==> src/rtl/pifo_enq_deq_arb.sv <==
// pifo_enq_deq_arb
// Front end for a downstream PIFO. Producer entries are staged in a small
// FIFO and pushed into the PIFO one at a time. Consumer dequeue requests
// become pop commands whose result is held in an output register until the
// consumer accepts it. One arbiter interleaves pushes and pops. After every
// command it forces GAP_CYCLES idle cycles before the next one.
//
// Ports
//   clk, reset                        clock, synchronous active-low reset
//   i__enq_valid/_priority/_data      producer offer
//   o__enq_ready                      staging buffer can accept
//   i__deq_req                        consumer wants one dequeue (level)
//   o__deq_valid/_priority/_data      held dequeue result
//   i__deq_ready                      consumer accepts result
//   i__clear_all                      flush buffer, result and arbiter
//   o__pifo_in_valid/_priority, o__pifo_in   push command to PIFO
//   i__pifo_in_ready                  PIFO can take a push
//   o__pifo_out_ready                 pop command to PIFO
//   i__pifo_out_valid/_priority, i__pifo_out PIFO head
//   o__pifo_clear_all                 clear forwarded to PIFO, one cycle late
//   o__push_count/o__pop_count        command statistics
//
// Optional feature: define PIFO_ARB_STATS_EN to build the push/pop counters.
// Without it both count ports are tied to zero.
//
// state | meaning
// IDLE  | arbitrate between push and pop eligibility
// ISSUE | one command (push or pop) is on the PIFO interface this cycle
// GAP   | forced idle spacing after a command
module pifo_enq_deq_arb #(
    parameter int FIFO_DEPTH   = 4,
    parameter int MAX_PRIORITY = 256,
    parameter int DATA_WIDTH   = 8,
    parameter int GAP_CYCLES   = 2,
    localparam int PRIO_WIDTH  = $clog2(MAX_PRIORITY)
) (
    input  logic                  clk,
    input  logic                  reset,
    input  logic                  i__enq_valid,
    input  logic [PRIO_WIDTH-1:0] i__enq_priority,
    input  logic [DATA_WIDTH-1:0] i__enq_data,
    output logic                  o__enq_ready,
    input  logic                  i__deq_req,
    output logic                  o__deq_valid,
    output logic [PRIO_WIDTH-1:0] o__deq_priority,
    output logic [DATA_WIDTH-1:0] o__deq_data,
    input  logic                  i__deq_ready,
    input  logic                  i__clear_all,
    output logic                  o__pifo_in_valid,
    output logic [PRIO_WIDTH-1:0] o__pifo_in_priority,
    output logic [DATA_WIDTH-1:0] o__pifo_in,
    input  logic                  i__pifo_in_ready,
    output logic                  o__pifo_out_ready,
    input  logic                  i__pifo_out_valid,
    input  logic [PRIO_WIDTH-1:0] i__pifo_out_priority,
    input  logic [DATA_WIDTH-1:0] i__pifo_out,
    output logic                  o__pifo_clear_all,
    output logic [15:0]           o__push_count,
    output logic [15:0]           o__pop_count
);

    localparam int PTR_W = $clog2(FIFO_DEPTH);
    localparam int CNT_W = PTR_W + 1;
    localparam logic [CNT_W-1:0] FULL_CNT = CNT_W'(FIFO_DEPTH);
    localparam logic [2:0] GAP_LOAD = (GAP_CYCLES > 0) ? 3'(GAP_CYCLES - 1) : 3'd0;

    typedef enum logic [1:0] {ST_IDLE, ST_ISSUE, ST_GAP} state_t;

    state_t                state_q;
    logic                  issue_push_q, issue_pop_q;
    logic                  last_grant_push_q;
    logic [2:0]            gap_cnt_q;

    logic [PRIO_WIDTH-1:0] prio_mem_q [FIFO_DEPTH];
    logic [DATA_WIDTH-1:0] data_mem_q [FIFO_DEPTH];
    logic [PTR_W-1:0]      wr_ptr_q, rd_ptr_q;
    logic [CNT_W-1:0]      count_q, count_d;

    logic                  deq_valid_q;
    logic [PRIO_WIDTH-1:0] deq_prio_q;
    logic [DATA_WIDTH-1:0] deq_data_q;
    logic                  pifo_clear_q;

    logic buf_full, buf_empty;
    logic push_cmd, pop_cmd, wr_en, rd_en;
    logic push_elig, pop_elig, grant_push, grant_pop;

    assign buf_full  = (count_q == FULL_CNT);
    assign buf_empty = (count_q == '0);

    // A clear or reset in the issue cycle suppresses the command entirely.
    assign push_cmd = issue_push_q & reset & ~i__clear_all;
    assign pop_cmd  = issue_pop_q  & reset & ~i__clear_all;

    assign rd_en = push_cmd;
    // A full buffer still takes the offered entry when the head leaves in the
    // same cycle; ready itself only reflects the full flag.
    assign wr_en = i__enq_valid & reset & ~i__clear_all & (~buf_full | rd_en);
    assign count_d = count_q + CNT_W'(wr_en) - CNT_W'(rd_en);

    assign push_elig  = ~buf_empty & i__pifo_in_ready;
    assign pop_elig   = i__deq_req & i__pifo_out_valid & ~deq_valid_q;
    // On a tie the side that did not win last time is granted.
    assign grant_push = push_elig & (~pop_elig | ~last_grant_push_q);
    assign grant_pop  = pop_elig  & (~push_elig | last_grant_push_q);

    always_ff @(posedge clk) begin
        if (!reset || i__clear_all) begin
            state_q           <= ST_IDLE;
            issue_push_q      <= 1'b0;
            issue_pop_q       <= 1'b0;
            last_grant_push_q <= 1'b0;
            gap_cnt_q         <= 3'd0;
        end else begin
            case (state_q)
                ST_IDLE: begin
                    if (grant_push || grant_pop) begin
                        state_q           <= ST_ISSUE;
                        issue_push_q      <= grant_push;
                        issue_pop_q       <= grant_pop;
                        last_grant_push_q <= grant_push;
                    end
                end
                ST_ISSUE: begin
                    issue_push_q <= 1'b0;
                    issue_pop_q  <= 1'b0;
                    if (GAP_CYCLES == 0) begin
                        state_q <= ST_IDLE;
                    end else begin
                        state_q   <= ST_GAP;
                        gap_cnt_q <= GAP_LOAD;
                    end
                end
                ST_GAP: begin
                    if (gap_cnt_q == 3'd0) state_q <= ST_IDLE;
                    else                   gap_cnt_q <= gap_cnt_q - 3'd1;
                end
                default: state_q <= ST_IDLE;
            endcase
        end
    end

    always_ff @(posedge clk) begin
        if (wr_en) begin
            prio_mem_q[wr_ptr_q] <= i__enq_priority;
            data_mem_q[wr_ptr_q] <= i__enq_data;
        end
    end

    always_ff @(posedge clk) begin
        if (!reset || i__clear_all) begin
            wr_ptr_q <= '0;
            rd_ptr_q <= '0;
            count_q  <= '0;
        end else begin
            if (wr_en) wr_ptr_q <= wr_ptr_q + PTR_W'(1);
            if (rd_en) rd_ptr_q <= rd_ptr_q + PTR_W'(1);
            count_q <= count_d;
        end
    end

    always_ff @(posedge clk) begin
        if (!reset || i__clear_all) begin
            deq_valid_q <= 1'b0;
            deq_prio_q  <= '0;
            deq_data_q  <= '0;
        end else if (pop_cmd) begin
            deq_valid_q <= 1'b1;
            deq_prio_q  <= i__pifo_out_priority;
            deq_data_q  <= i__pifo_out;
        end else if (deq_valid_q && i__deq_ready) begin
            deq_valid_q <= 1'b0;
            deq_prio_q  <= '0;
            deq_data_q  <= '0;
        end
    end

    always_ff @(posedge clk) begin
        if (!reset) pifo_clear_q <= 1'b0;
        else        pifo_clear_q <= i__clear_all;
    end

`ifdef PIFO_ARB_STATS_EN
    logic [15:0] push_cnt_q, pop_cnt_q;

    always_ff @(posedge clk) begin
        if (!reset || i__clear_all) begin
            push_cnt_q <= '0;
            pop_cnt_q  <= '0;
        end else begin
            if (push_cmd) push_cnt_q <= push_cnt_q + 16'd1;
            if (pop_cmd)  pop_cnt_q  <= pop_cnt_q + 16'd1;
        end
    end

    assign o__push_count = push_cnt_q;
    assign o__pop_count  = pop_cnt_q;
`else
    assign o__push_count = 16'd0;
    assign o__pop_count  = 16'd0;
`endif

    assign o__enq_ready        = ~buf_full & reset;
    assign o__pifo_in_valid    = push_cmd;
    assign o__pifo_in_priority = push_cmd ? prio_mem_q[rd_ptr_q] : '0;
    assign o__pifo_in          = push_cmd ? data_mem_q[rd_ptr_q] : '0;
    assign o__pifo_out_ready   = pop_cmd;
    assign o__deq_valid        = deq_valid_q;
    assign o__deq_priority     = deq_prio_q;
    assign o__deq_data         = deq_data_q;
    assign o__pifo_clear_all   = pifo_clear_q;

endmodule
==> config.mk <==
export PLATFORM = sky130hd
export DESIGN_NAME = pifo_enq_deq_arb
export DESIGN_NICKNAME = d
export VERILOG_FILES = /design/src/rtl/pifo_enq_deq_arb.sv
export SDC_FILE = /design/constraint.sdc
export NUM_CORES = 1
export LEC_CHECK = 0
export ABC_AREA = 1
export ABC_CLOCK_PERIOD_IN_PS = 2290
export CORE_MARGIN = 4
export CORE_UTILIZATION = 40
export CTS_BUF_LIST = sky130_fd_sc_hd__clkbuf_4
export CTS_CLUSTER_DIAMETER = 30
export DETAILED_ROUTE_END_ITERATION = 12
export PLACE_DENSITY = 0.68
export SYNTH_ARGS = -nofsm -noshare
export SYNTH_HDL_FRONTEND = slang
export SYNTH_SLANG_ARGS = --single-unit
==> constraint.sdc <==
create_clock -name clk -period 2.29 [get_ports clk]
set_clock_uncertainty 0.2 [all_clocks]
set_input_delay 0.229 -clock clk [delete_from_list [all_inputs] [get_ports clk]]
set_output_delay 0.229 -clock clk [all_outputs]
set_load 0.03 [all_outputs]
==> impl_metrics.yaml <==
# physical design summary
clock_network:
  clock_sinks: 99
  cts.repair.resized: 0
  holdBufCountCts: 0
  clock.latency.late_pin_ps: 410
  clock_path_buffers: 2
  cts_inserted_buffers: 9
yosys:
  synth_seq_share_pct: 62.2
  yosys.area_share.adder_pct: 2.55
  synth-edff-count: 64
  mux_share_pct: 0
  yosys.area.top_type: "edfxtp_1"
  numSynthFlops: 99
  netlist_area_um2: 4220
  area_leaders: "edfxtp_1, dfxtp_1, nor2_1"
  post-synth-top-count-cell: "nor2_1"
  synth-simple-area-share_pct: 15.9
  netlist_top_cells_count: "nor2_1, edfxtp_1, nand2_1"
  async_flop_share_pct: 0
setup_path:
  crit_fanout: 16
  cp.arrival_ps: 1710
  critical_path_required_ps: 1860
  crit_cells: 9
  path_class: "input port to output pin"
  slowest_delay_ps: 500
  regToRegStartpoint: "count_q[2]"
  start_kind: "input port"
  worstRegToRegCells: 9
  crit_family: "buffers and inverters"
  rrSetupSlack_ps: 240
  crit_path_start: "reset"
  endpoint: "o__pifo_in_priority[7]"
layout:
  largestClassByArea: "sequential cells"
  top_regs: "data_mem_q (32), prio_mem_q (32)"
  comb_share_pct: 24.3
  nets: 552
  fillCellCount: 957
  final_cells: 646
  comb_cells: 268
  seq-cell-share_pct: 50.0
  n_all_buffers: 96
  syn2layout_area_growth_pct: 24.5
  final_area_um2: 5250
  ff_count: 99
  layout.cells.most_common: "nor2_1"
  buf_share_pct: 17.7
  layout-drive-gt1-share_pct: 13.8
  final_cell_mix: "nor2_1, edfxtp_1, clkdlybuf4s50_1"
  n_all_inverters: 30
global_routing:
  overflow: 0
  busiest_layer: "met2"
  grt_pass1_vias: 2827
  grt_use_met1_pct: 16.8
floorplan:
  fp-utilization_pct: 41.0
  die_w_um: 111
  row_count: 37
power:
  p_int_mw: 2.25
  p_comb_share_pct: 7.7
  leakage_nw: 2.06
  p_seq_mw: 1.92
  top_power_group: "sequential cells"
timing:
  fin_crit_ps: 2140
  rsz0062_at_grt: "false"
  clock.fmax_ghz: 0.467
  setup_violations: 0
  hold_violations: 0
job:
  tool_warnings: 31
drt:
  drtIter0Drc: 142
  top_layer_used: "met4"
  via_count: 2885
  route.final.wire_length_um: 8230
  met1_length_um: 3650
placed_design:
  hpwl_um: 5740
  place_area_um2: 5050
outcome:
  status: "finished clean"
hold_path:
  whs_path_depth: 3
**PDN straps and rails**

Pins as bars on the die edge. Tap cells in grey.
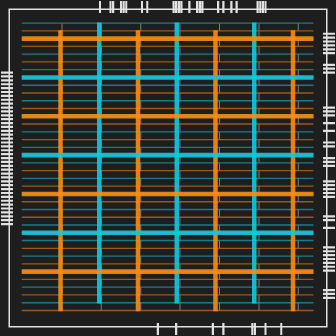
legend:
  cyan:
    net: VDD
  orange:
    net: VSS
tap cells: 136
signal pins: 109
rows: 37
met5 straps: 7

**Placement by cell class**

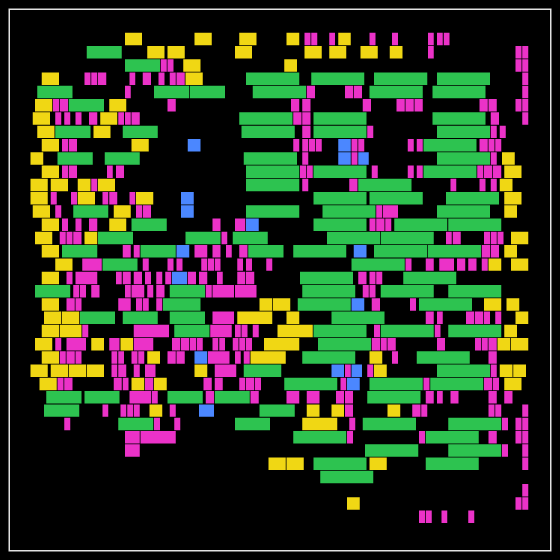
legend:
  blue:
    class: clock drivers and dummy loads
    cells: 16
    share_of_their_area: 2.4%
  yellow:
    class: remaining buffers and delay cells
    cells: 96
    share_of_their_area: 18%
  magenta:
    class: remaining logic cells
    cells: 298
    share_of_their_area: 28%
  green:
    class: registers
    cells: 99
    share_of_their_area: 52%

**Clock wires, drivers and flops**

The bar under the picture is 20 µm long.
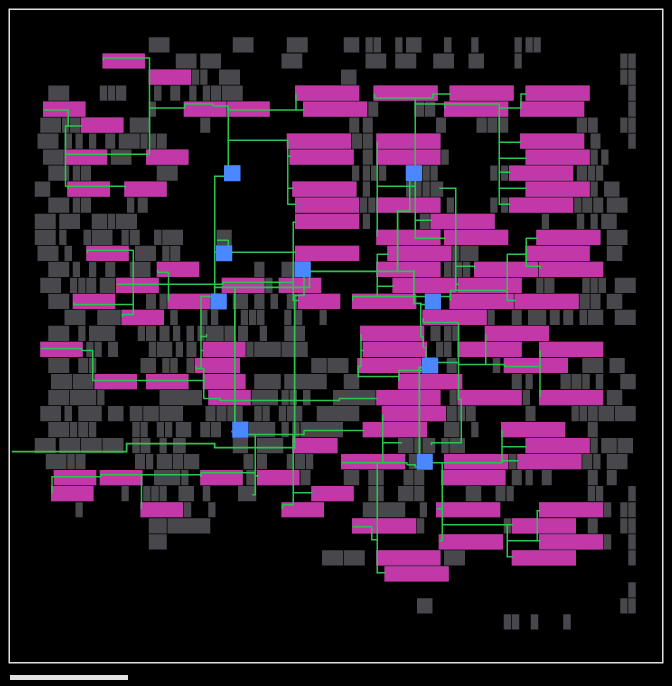
legend:
  blue:
    item: clock-net drivers
    count: 9
  magenta:
    item: flip-flops
    count: 99
  green:
    item: clock wires
    length: 1060 µm
flops lie: spread over the die
routed clock nets: 10

**Signal wires by layer**

The bar under the picture is 20 µm long.
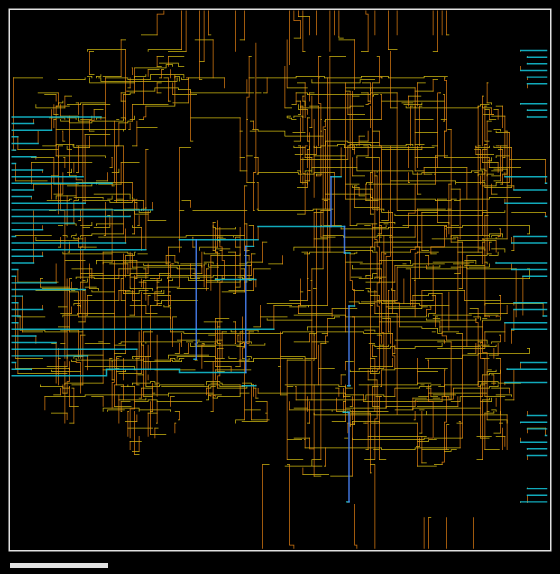
legend:
  cyan:
    layer: M3
    wire_length: 685 µm
  yellow:
    layer: M1
    wire_length: 3650 µm
  orange:
    layer: M2
    wire_length: 3790 µm
  blue:
    layer: M4
    wire_length: 101 µm

**Track usage over the die**

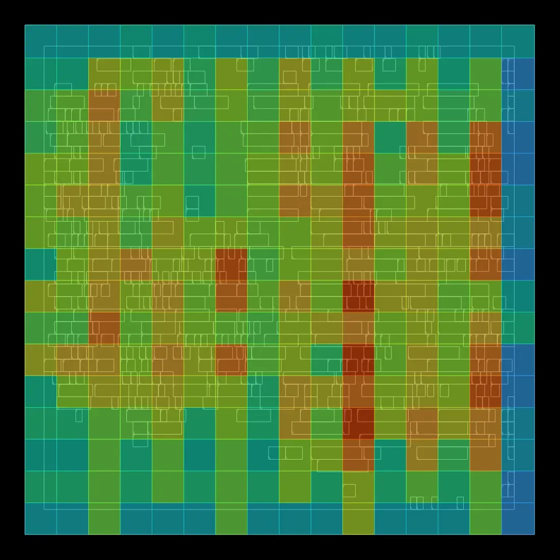
fin util: 51.1%
GRT Overall Usage: 13.6%

Power is estimated from default activity; no workload was simulated.
